## src/rtl/orion_ram_arbiter.sv

```systemverilog
// Arbiter for the shared 1M x 16 main RAM: video bursts have priority, CPU byte accesses are
// stretched via wait_n, and bounded starvation guarantees the CPU a slot.
`timescale 1ns/1ps
module orion_ram_arbiter #(
  parameter int unsigned ADDR_W     = 20,
  parameter int unsigned VID_BURST  = 4,
  parameter int unsigned STARVE_MAX = 2
) (
  input  logic              i_clk,
  input  logic              i_reset_n,
  input  logic              i_cpu_req,
  input  logic              i_cpu_we,
  input  logic              i_cpu_hi,
  input  logic [ADDR_W-1:0] i_cpu_addr,
  input  logic [7:0]        i_cpu_wdata,
  output logic [7:0]        o_cpu_rdata,
  output logic              o_cpu_ack,
  output logic              o_cpu_wait_n,
  input  logic              i_vid_req,
  input  logic [ADDR_W-1:0] i_vid_addr,
  output logic [15:0]       o_vid_rdata,
  output logic              o_vid_valid,
  output logic              o_vid_done,
  output logic [ADDR_W-1:0] o_ram_addr,
  output logic              o_ram_we,
  output logic [1:0]        o_ram_be,
  output logic [15:0]       o_ram_wdata,
  input  logic [15:0]       i_ram_rdata
);

  localparam int unsigned BeatW   = (VID_BURST > 1) ? $clog2(VID_BURST) : 1;
  localparam int unsigned StarveW = $clog2(STARVE_MAX + 1);
  localparam logic [BeatW-1:0]   BeatLast  = BeatW'(VID_BURST - 1);
  localparam logic [BeatW-1:0]   BeatOne   = BeatW'(1);
  localparam logic [StarveW-1:0] StarveTop = StarveW'(STARVE_MAX);
  localparam logic [StarveW-1:0] StarveOne = StarveW'(1);

  typedef enum logic [2:0] {StIdle, StVidAddr, StVidLast, StCpuAcc, StCpuDone} state_e;

  state_e              state;
  logic [ADDR_W-1:0]   vid_base;
  logic [BeatW-1:0]    beat_cnt;
  logic [StarveW-1:0]  starve_cnt;
  logic                cpu_block;
  logic                cpu_rd;
  logic                cpu_hi;
  logic [7:0]          rdata_hold;
  logic [7:0]          cpu_byte;
  logic                cpu_pend;
  logic                vid_win;

  // A held request must not be served twice: ignore it in the IDLE cycle right after an ack.
  assign cpu_pend = i_cpu_req & ~cpu_block;
  assign vid_win  = i_vid_req & (~cpu_pend | (starve_cnt < StarveTop));

  assign o_cpu_wait_n = ~(i_cpu_req & ~o_cpu_ack);
  assign cpu_byte     = cpu_hi ? i_ram_rdata[15:8] : i_ram_rdata[7:0];

  // The RAM output register is the data register: read data is steered, not re-registered,
  // so it lines up with ack/valid. The CPU byte is then held until the next ack.
  assign o_cpu_rdata = (o_cpu_ack && cpu_rd) ? cpu_byte : rdata_hold;
  assign o_vid_rdata = o_vid_valid ? i_ram_rdata : 16'h0000;

  always_ff @(posedge i_clk or negedge i_reset_n) begin
    if (!i_reset_n) begin
      state       <= StIdle;
      vid_base    <= '0;
      beat_cnt    <= '0;
      starve_cnt  <= '0;
      cpu_block   <= 1'b0;
      cpu_rd      <= 1'b0;
      cpu_hi      <= 1'b0;
      rdata_hold  <= 8'h00;
      o_cpu_ack   <= 1'b0;
      o_vid_valid <= 1'b0;
      o_vid_done  <= 1'b0;
      o_ram_addr  <= '0;
      o_ram_we    <= 1'b0;
      o_ram_be    <= 2'b00;
      o_ram_wdata <= 16'h0000;
    end else begin
      o_ram_we    <= 1'b0;
      o_cpu_ack   <= 1'b0;
      o_vid_valid <= 1'b0;
      o_vid_done  <= 1'b0;
      cpu_block   <= 1'b0;
      unique case (state)
        StIdle: begin
          if (vid_win) begin
            state      <= StVidAddr;
            vid_base   <= i_vid_addr;
            beat_cnt   <= '0;
            o_ram_addr <= i_vid_addr;
            o_ram_be   <= 2'b11;
          end else if (cpu_pend) begin
            state       <= StCpuAcc;
            o_ram_addr  <= i_cpu_addr;
            o_ram_be    <= i_cpu_hi ? 2'b10 : 2'b01;
            o_ram_we    <= i_cpu_we;
            o_ram_wdata <= {i_cpu_wdata, i_cpu_wdata};
            cpu_rd      <= ~i_cpu_we;
            cpu_hi      <= i_cpu_hi;
          end
        end
        StVidAddr: begin
          // Word for this address arrives next cycle, so valid is flagged one cycle behind.
          o_vid_valid <= 1'b1;
          if (beat_cnt == BeatLast) begin
            state      <= StVidLast;
            o_vid_done <= 1'b1;
          end else begin
            beat_cnt   <= beat_cnt + BeatOne;
            o_ram_addr <= vid_base + ADDR_W'(beat_cnt) + ADDR_W'(1);
          end
        end
        StVidLast: begin
          state    <= StIdle;
          o_ram_be <= 2'b00;
          if (!i_cpu_req) begin
            starve_cnt <= '0;
          end else if (starve_cnt < StarveTop) begin
            starve_cnt <= starve_cnt + StarveOne;
          end
        end
        StCpuAcc: begin
          state     <= StCpuDone;
          o_ram_be  <= 2'b00;
          o_cpu_ack <= 1'b1;
        end
        StCpuDone: begin
          state      <= StIdle;
          starve_cnt <= '0;
          cpu_block  <= 1'b1;
          if (cpu_rd) rdata_hold <= cpu_byte;
        end
        default: state <= StIdle;
      endcase
    end
  end

endmodule

```

## config.mk

```make
export PLATFORM = sky130hd
export DESIGN_NAME = orion_ram_arbiter
export DESIGN_NICKNAME = d
export VERILOG_FILES = /design/src/rtl/orion_ram_arbiter.sv
export SDC_FILE = /design/constraint.sdc
export NUM_CORES = 1
export LEC_CHECK = 0
export ABC_CLOCK_PERIOD_IN_PS = 1900
export CORE_ASPECT_RATIO = 0.6
export CORE_MARGIN = 5
export CORE_UTILIZATION = 40
export CTS_CLUSTER_SIZE = 25
export DETAILED_ROUTE_END_ITERATION = 8
export HOLD_SLACK_MARGIN = 0.12
export PLACE_DENSITY = 0.79
export SYNTH_ARGS = -nofsm -noshare
export SYNTH_HDL_FRONTEND = slang
export SYNTH_SLANG_ARGS = --single-unit
export TNS_END_PERCENT = 5
```

## constraint.sdc

```tcl
create_clock -name i_clk -period 1.9 [get_ports i_clk]
set_clock_uncertainty 0.05 [all_clocks]
set_input_delay 0.38 -clock i_clk [delete_from_list [all_inputs] [get_ports i_clk]]
set_output_delay 0.38 -clock i_clk [all_outputs]
set_load 0.005 [all_outputs]
```

==> results.txt, run 1 <==
Physical design

The run finished, with violations left. The checks that failed: setup timing. The depth of the most critical reg-to-reg path stands at 8. Of all flip-flops after synthesis, the portion carrying an async set or reset was 100%. According to the floorplan report, the die height is approximately 87 microns. The cell sequence reported for the critical path is inv_2 -> ha_4 -> fa_2 -> nor2b_4 -> nand4_1 -> xor2_1 -> a22oi_1 -> mux2_2. The global-route wire length before repair stands at 19.7 mm. A synthesized cell averages roughly 10 sq um. Per the gpl log, the routability congestion estimate is between 0.8 and 0.9. The startpoint identified for the worst register-to-register timing path is beat_cnt[0].

The relative area change from synthesis to final layout stands at 53.3%. The worst setup slack after layout stands at -0.0873 ns. The mean routed wirelength per cell stands at 17.4 microns. STA puts the critical path data arrival time at about 2.2 ns.

The total grt overflow stands at 0. The critical path in this run is classified as register to register. Among all stages on the critical path, the maximum delay recorded is between 0.3 and 0.4 ns. The stage logs contain a warning count of 28.

The fraction of synthesized cell area in xor and xnor cells stands at between 3 and 4%. The total number of nets in the final design stands at about 630. The post-cts gate resize count stands at ~75. According to the hold report, the worst path is of the register to register type. In this run, distinct cell masters in the synthesized netlist total around 54. By area, the combinational part of the netlist is dominated by simple AND/OR/NAND/NOR gates. Across every metal layer, demand over resource in global routing totals 20.3%. In this run, synthesis inferred 0 flip-flops with an integrated enable. The internal power contribution stands at a little under 0.007 W. The chip area line of the yosys report stands at roughly 4000 sq um. STA lists the endpoint of the worst register-to-register path as o_ram_addr[14]. The clock transition at the registers of the reported paths stands at roughly 0.060 ns. The worst-path maximum fanout stands at 3. By instance count after routing, the leading logic cell types are 109 x clkdlybuf4s50_1, 69 x dfrtp_1, 38 x buf_4, 37 x a21oi_1, 34 x nand2_1. The floorplan report gives the top-level pin count as approximately 140. The count of buffer and inverter cells on the critical path stands at 1. Per the placement report, the placed cell count is approximately 670.

The final clock period utilization by the worst path stands at 105%. The core utilization at floorplan stands at 40.7%. Per the final report, max-transition violations number 0. The H-tree was split into 3 levels. Adding up every negative setup slack in the final design gives -0.401 ns.

Per the finish-stage timing summary, setup violations number 8. The number of iterations in the first detailed-routing pass stands at 4. The largest voltage drop on the vdd net stands at about 0.00086 V. The startpoint identified for the worst hold timing path is o_ram_addr[6]. Ranked by total cell area, the synthesized netlist is headed by dfrtp_1 45%, mux2_4 6.8%, a21oi_1 5.1%.

The cell count in the Yosys report stands at approximately 390. In this design, the largest share of critical-path delay is due to adder cells. The placement-stage cell area stands at around 5600 sq um. The die boundary width stands at between 100 and 150 microns. The count of mapped cells out of synthesis stands at between 300 and 400. After synthesis, flip-flops and latches occupy a little under half of the total area.

The count of buffers added by post-CTS timing repair for setup stands at 7. The area of the core region stands at slightly below 10000 sq um. The worst setup path is captured at a register. Per the final layout report, the fraction of cells sized above drive strength 1 comes to 24.4%. The violation count after the first detailed-route iteration stands at ~330. The worst setup path is launched from a register. The path with the worst hold slack has its endpoint at o_ram_addr[6]. Looking at the power breakdown, combinational cells take 55.2% of the total. Yosys reported a register bit count of a little over 70.

The script computed a power per unit cell area of ~1700 nW/um^2. The tally of yosys warning messages stands at 0. The CTS report gives the tree buffer count as 9. The analysis attributes to net switching a power of slightly below 0.004 W. For the worst setup path, the data required time is 2.06 ns. CTS placed an instance of clkbuf_16 at the clock tree root.

The clock latency at the later pin of the worst-skew pair stands at between 0.3 and 0.4 ns.
## run 1: final cells by class
class	instances	area (sq um)	share of cell area, %
timing repair buffer	179	1680	27.5
inverter	13	48.8	0.797
clock inverter	5	80.1	1.31
sequential	72	1810	29.5
clock buffer	11	243	3.97
antenna	1	2.50	0.0409
tap	135	169	2.76
multi-input combinational	277	2090	34.1
## run 1: flip-flops by register name (all words and copies together) (netlist names)
| register | cells |
|---|---|
| beat_cnt | 2 |
| cpu_block | 1 |
| cpu_hi | 1 |
| cpu_rd | 1 |
| o_cpu_ack | 1 |
| o_ram_addr | 20 |
| o_ram_be | 2 |
| o_ram_wdata | 8 |
| o_ram_we | 1 |
| o_vid_done | 1 |
| o_vid_valid | 1 |
| rdata_hold | 8 |
| starve_cnt | 2 |
| state | 3 |
| vid_base | 20 |
## run 1: cells in the mapped netlist (2+ instances only)
| library cell | n |
|---|---|
| clkbuf_1 | 11 |
| a22oi_1 | 4 |
| o21ai_0 | 14 |
| nand3_1 | 12 |
| o31ai_1 | 3 |
| ha_1 | 3 |
| buf_2 | 4 |
| xnor2_1 | 5 |
| o21a_1 | 2 |
| nor2_1 | 25 |
| inv_1 | 11 |
| nor2b_1 | 3 |
| a21boi_0 | 2 |
| mux2_2 | 14 |
| and2_1 | 19 |
| nor3_1 | 8 |
| nand4_1 | 2 |
| nand2_1 | 37 |
| or3_1 | 4 |
| buf_4 | 10 |
| and4_1 | 2 |
| nand2b_1 | 2 |
| a21o_1 | 2 |
| mux2i_1 | 13 |
| a21oi_1 | 41 |
| o221ai_1 | 3 |
| mux2_4 | 18 |
| and3_1 | 3 |
| inv_2 | 2 |
| a2111oi_0 | 2 |
| buf_6 | 2 |
| buf_12 | 2 |
| dfrtp_1 | 72 |
| xor2_1 | 9 |
| a22o_1 | 7 |
## run 1: tightest hold or removal path: stages (launching register included)
cell and delay [ns]:
dfrtp_1 0.34, nand2_1 0.05, o31ai_1 0.06
## run 1: worst max path at each step
stage                               start             end  slack (ns)  cells past startpoint
final                         beat_cnt[0]  o_ram_addr[14]       -0.09                      8
after global routing          vid_base[0]  o_ram_addr[14]       -0.19                      8
after CTS                          cpu_hi  o_cpu_rdata[3]        -0.1                      4
after detailed placement        i_cpu_req  o_ram_addr[18]       -0.28                      7
after global placement    i_ram_rdata[15]  o_cpu_rdata[7]       -0.27                      4
after floorplan               beat_cnt[0]  o_ram_addr[14]       0.003                      8
## run 1: layer usage
layer  wire length, microns  up-vias  share of wire, %  track usage (%)
met2                   5550      131                46             33.7
met4                     87        0              0.72             4.35
met5                      0        -                 0                0
met3                    888        6               7.4             5.76
li1                       -     1682                 -                -
met1                   5510     1718                46             26.9
## run 1: power groups by stage
| stage | Clock, W | Sequential (W) | Combinational (W) |
|---|---|---|---|
| 3_3_place_gp | 0 | 0.00293 | 0.00542 |
| 6_report | 0.00181 | 0.00298 | 0.00589 |
| 5_1_grt | 0.00193 | 0.00310 | 0.00644 |
| 3_5_place_dp | 0 | 0.00298 | 0.00557 |
| 4_1_cts | 0.00185 | 0.00295 | 0.00585 |
| 2_1_floorplan | 0 | 0.00284 | 0.00315 |
### Placed cells, one colour a class, run 1

Fill, decap, tap and diode cells in grey.
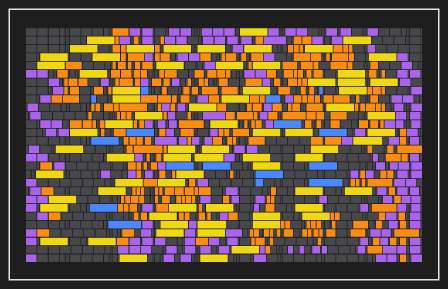
class	colour	cells	share of their area
clock drivers and dummy loads	blue	16	5.4%
other buffers and delay cells	purple	179	28%
all other logic	orange	290	36%
flip-flops	yellow	72	30%

### Cell outlines without signal wires, run 1

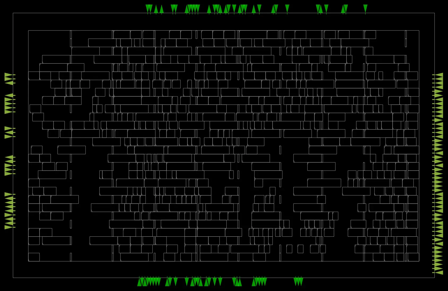
number of sequential cells: 72
fraction of standard cell area that is sequential: 29.5%
fraction of the core area covered by cells at the end of the flow: 62.4%
final instance count without filler cells: 693
number of tap cells added at floorplan: 135

### A small window of the routed layout, run 1

Bar = 20 microns. Region (10, 0) to (60, 50) microns. Cells in grey, sequential cells in the stronger grey; small squares are vias.
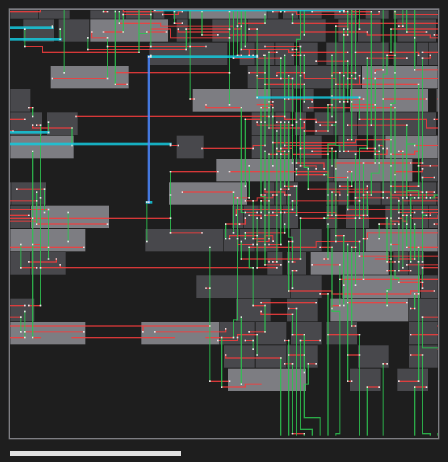
layer	colour
met3	cyan
met1	red
met4	blue
met2	green
most frequent	clkdlybuf4s50_1 (21), dfrtp_1 (19), mux2_2 (8)
netlist names of flops here include	o_ram_wdata (7), o_ram_be (2), starve_cnt (2)
sequential cells in the window	19
cells with their middle in the window	109

### Routed metal per tile, run 1

Bar = 50 microns. The die is cut into 28 by 17 equal tiles; black is low, pale yellow is high, scaled to the fullest tile. Values are wire area over tile area, all layers added.
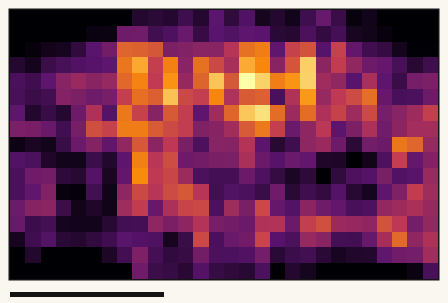
nearly empty tiles	9.9%
mean over tiles	0.16
emptiest ninth of the die	lower left
tiles over half the peak	19%
fullest tile	0.53
total number of vias: 3537
wire length reported by the detailed router: 12.0 mm

### Where the registers sit, run 1

Other sequential cells in the stronger grey, the rest of the logic in the fainter grey.
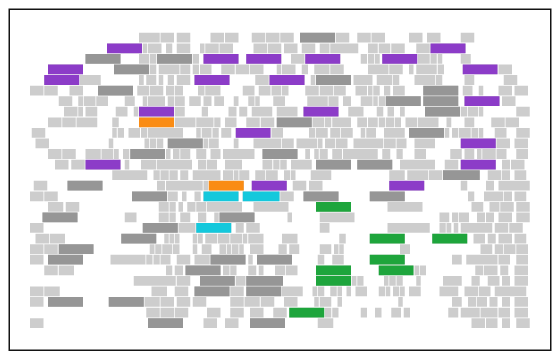

--- run 2 (diff from run 1) ---
- CORE_UTILIZATION: 40 -> 30
- PLACE_DENSITY: 0.79 -> 0.63
### Where the registers sit, run 2

Other sequential cells in the stronger grey, the rest of the logic in the fainter grey.
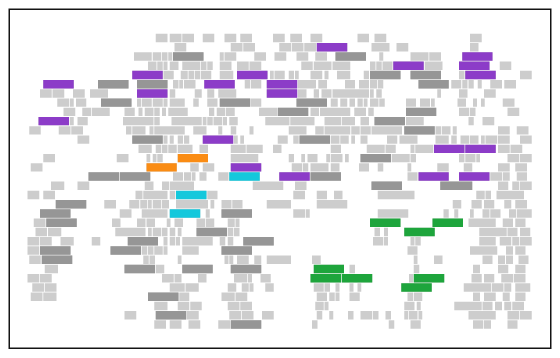
netlist name	colour	flops
beat_cnt	orange	2
o_ram_addr	purple	20
state	cyan	3
rdata_hold	green	8
not coloured	39

### Routed metal per tile, run 2

Bar = 50 microns. The die is cut into 32 by 20 equal tiles; black is low, pale yellow is high, scaled to the fullest tile. Values are wire area over tile area, all layers added.
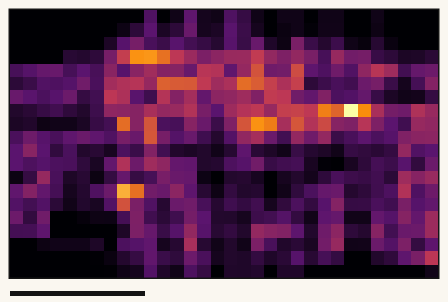
fullest tile	0.60
mean over tiles	0.12
emptiest ninth of the die	lower left
tiles over half the peak	5.5%
nearly empty tiles	14%
drt wl/cell: 16.7 microns
wire length reported by the detailed router: 12.2 mm
total number of vias: 3512

==> results.txt, run 2 <==
Physical design

The flow ran to the end, but the final reports show violations. The final reports fail on setup timing. The tool warning count stands at 28 (unchanged). The path class of the tightest hold or removal check is input pin to asynchronous set/reset pin.

The minimum period implied by the final worst setup slack stands at 1.98 ns. The total routing usage reported by global routing stands at 15.5% (-4.9 points). The signal on the critical path passes through inv_2 -> ha_4 -> fa_2 -> nor2b_4 -> nand4_1 -> xor2_1 -> a22oi_1 -> mux2_4. The data arrival time of the critical path stands at 2.15 ns (about the same).

The number of CTS-inserted buffers stands at 9 (unchanged). The portion of the post-synthesis area used by sequential elements was 45.1% (unchanged). The number of nets in the synthesized netlist is approximately 470. The global placer's final weighted congestion stands at 0.842 (-2.2%). The area of the core region came to 12900 sq um (+32%).

The biggest area contributor in the post-synthesis netlist is dfrtp_1. The number of failing setup endpoints in the final timing report stands at 7 (-1). By count the netlist is led by 72 x dfrtp_1, 41 x a21oi_1, 37 x nand2_1, 25 x nor2_1, 19 x and2_1. The final clock period utilization by the worst path stands at 104% (-0.63 points).

The relative area change from synthesis to final layout stands at 56.8%. The top cell type's share of synthesized area stands at between 40% and 50%. The worst-case reg-to-reg setup slack stands at -0.08 ns. The total grt overflow is 0 (unchanged). The count of mapped cells out of synthesis came to 392 (unchanged). The post-synth tally of flip-flops with integrated enable was 0 (unchanged).

The distinct cell type count of the synthesized netlist stands at 54 (unchanged). By startpoint and endpoint, the worst setup path is classified as register to register. The full die area stands at 15800 sq um. The worst setup slack after layout stands at -0.0753 ns (+0.0120 ns). The vertical die dimension stands at 99.3 microns (+14%). By instance count after routing, the leading logic cell type is clkdlybuf4s50_1. The clock latency at the later pin of the worst-skew pair came to 0.34 ns (+0.02 ns). The worst register-to-register path ends at o_ram_addr[14]. The cell area after layout stands at between 6000 and 7000 sq um. Grouping stages by cell kind, the critical path spends the most delay in adder cells. The level count of the clock H-tree came to 3 (unchanged). The average via count per standard cell stands at between 4 and 5. The number of clock sinks came to slightly above 70. The placement-stage cell area stands at 5750 sq um (+2.2%). The violation count after the first detailed-route iteration stands at 198 (-40%). The post-synthesis async set-or-reset flop share stands at 100% (unchanged). By area the synthesized netlist is led by dfrtp_1 45%, mux2_4 6.8%, a21oi_1 5.1%. On the critical path, the stage with the largest delay is an instance of fa_2.

In this run the worst setup path begins at beat_cnt[0]. The largest buffer count on any clock path stands at 2. The worst hold slack stands at approximately 0.42 ns. The tally of yosys warning messages stands at 0 (unchanged). The largest voltage drop on the vdd net stands at 0.000731 V (-15%). Per the timing report, the most critical flop-to-flop path originates at beat_cnt[0]. The core utilization at floorplan stands at 30.9% (-9.8 points).

In the final layout, the fill cell count is ~1200. The total number of nets in the final design came to 627 (+0.16%). The initial antenna violation count came to 0.

The global-route wire length before repair stands at 19.6 mm (-0.94%). The maximum clock rate stands at between 0.5 and 0.6 GHz. STA classifies the critical path startpoint as a register. The clock transition at the registers of the reported paths stands at 0.06 ns (about the same). After legalization and detailed placement, the total HPWL measured 9.22 mm. The final timing report lists a hold violation count of 0. The fraction of layout cells with a size suffix above 1 was 24.9% (+0.49 points).

The standby leakage power stands at about 2.7 nW. The max capacitance violation total stands at 0. The tree is rooted in a clkbuf_16. STA classifies the critical path endpoint as a register. The number of global-route vias before repair stands at roughly 3600. The depth of the most critical reg-to-reg path came to 8 (unchanged). The worst-path maximum fanout stands at 3 (unchanged). The most used flip-flop cell after synthesis is dfrtp_1.

The endpoint required time on the critical path stands at 2.07 ns (about the same). The script parses the final routing iteration and logs DRC violations as 0. The count of buffer and inverter cells on the critical path stands at 1 (unchanged). The buffer_ports step reported a buffer count of approximately 140. The die boundary width stands at 159 microns (+14%). Nets still carrying antenna violations after routing amount to 0. The number of slew-limit violations in the final report stands at 0 (unchanged). TritonCTS built the clock tree. The total power density per cell area stands at 1740 nW/um^2 (-0.35%). The total I/O pin count stands at 137 (unchanged).

Headroom to the max-slew limit came out at ~73%. The number of iterations in the first detailed-routing pass came to 4 (unchanged). The transition time of the tightest slew-check pin stands at 0.393 ns. The final antenna diode count stands at 0 (-1). The pin count of the biggest net entering global routing stands at 36.

The average instance area after synthesis stands at 10.2 sq um (unchanged). The largest registers in the layout are o_ram_addr: 20 flops, vid_base: 20 flops. The post-synthesis sequential element count was 72 (unchanged). The share of the core filled with cells stands at 48.4% (-14 points).

The delay of the slowest critical-path stage stands at 0.38 ns (about the same). Row generation in the floorplan step produced 32 rows. The cell count in the Yosys report stands at 392 (unchanged). The synthesized netlist occupies a cell area of around 4000 sq um. For this run the top cell type by instance count after synthesis was dfrtp_1. Ranking logic cells in the layout by count gives the top entries 105 x clkdlybuf4s50_1, 71 x dfrtp_1, 36 x nand2_1, 36 x buf_4, 32 x a21oi_1. Setup repair after global routing could not meet its margin everywhere. The chip area line of the yosys report is 3990 sq um (unchanged).
## run 2: report_power, final
group | internal, W | switching [W] | leakage (nW)
combinational | 0.00348 | 0.00261 | 1.72
sequential | 0.00231 | 0.000634 | 0.853
clock | 0.00119 | 0.000672 | 0.159
total | 0.00698 | 0.00391 | 2.73
## run 2: layout make-up
cell class | count | area (sq um) | area share [%]
clock buffer | 10 | 239 | 3.82
clock inverter | 6 | 90.1 | 1.44
inverter | 13 | 48.8 | 0.780
multi-input combinational | 277 | 2150 | 34.3
sequential | 72 | 1800 | 28.8
tap | 170 | 213 | 3.40
timing repair buffer | 180 | 1720 | 27.5
## run 2: metal layers
layer / global-route usage (%) / vias up / share of wire, %
li1: - / 1684 / -
met1: 22.2 / 1689 / 49
met2: 21.9 / 135 / 41
met3: 6.42 / 4 / 8.8
met4: 3.01 / 0 / 0.50
met5: 0 / - / 0
## run 2: worst max-delay path by stage
| stage | cells after the start | slack, ns | endpoint |
|---|---|---|---|
| 5_1_grt | 8 | -0.15 | o_ram_addr[14] |
| 3_5_place_dp | 6 | -0.32 | o_ram_wdata[14] |
| 2_1_floorplan | 8 | 0.003 | o_ram_addr[14] |
| 4_1_cts | 8 | -0.08 | o_ram_addr[14] |
| 6_report | 8 | -0.08 | o_ram_addr[14] |
| 3_3_place_gp | 6 | -0.32 | o_ram_wdata[10] |
## run 2: through the flow
step / setup TNS (ns) / setup slack, ns / power (W) / instances
final: -0.198 / -0.0753 / 0.0109 / 728
after CTS: -0.818 / -0.0809 / 0.0108 / 728
after global routing: -1.65 / -0.148 / 0.0117 / 728
after floorplan: 0 / 0.00343 / 0.00599 / 392
after detailed placement: -13.13 / -0.321 / 0.00878 / 709
after global placement: -12.35 / -0.322 / 0.00863 / 709
## run 2: timing repair
| action | CTS | global route |
|---|---|---|
| buffers inserted | 2 | 0 |
| hold buffers | 1 | 0 |
| gates resized | 76 | 21 |
| hold endpoints to repair | 21 | 0 |
| cloned | 0 | 0 |
| endpoints found under the setup margin | 39 | 51 |
| pin swaps | 14 | 8 |
## run 2: kinds of logic (layout without fill, tap and decap cells)
logic type / Yosys count / after routing / synth area share (%)
multiplexers: 45 / 45 / 14.0
AND-OR/OR-AND: 89 / 89 / 14.6
XOR/XNOR: 14 / 14 / 3.07
flip-flops: 72 / 72 / 45.1
AND/OR/NAND/NOR: 125 / 125 / 15.5
buffers and inverters: 43 / 209 / 6.30
adder cells (fa/ha/maj): 4 / 4 / 1.44
## run 2: worst register-to-register path: cells and delay by family, from the launching register on
family | cells | cell delay, ns
AOI/OAI and AO/OA | 1 | 0.10
xor gates and xnor gates | 1 | 0.17
adders and majority gates | 2 | 0.55
buffers and inverters | 1 | 0.05
DFF | 1 | 0.37
muxes | 1 | 0.26
and+or+nand+nor | 2 | 0.31
No activity file was given, so power comes from the tool's default toggle rates.
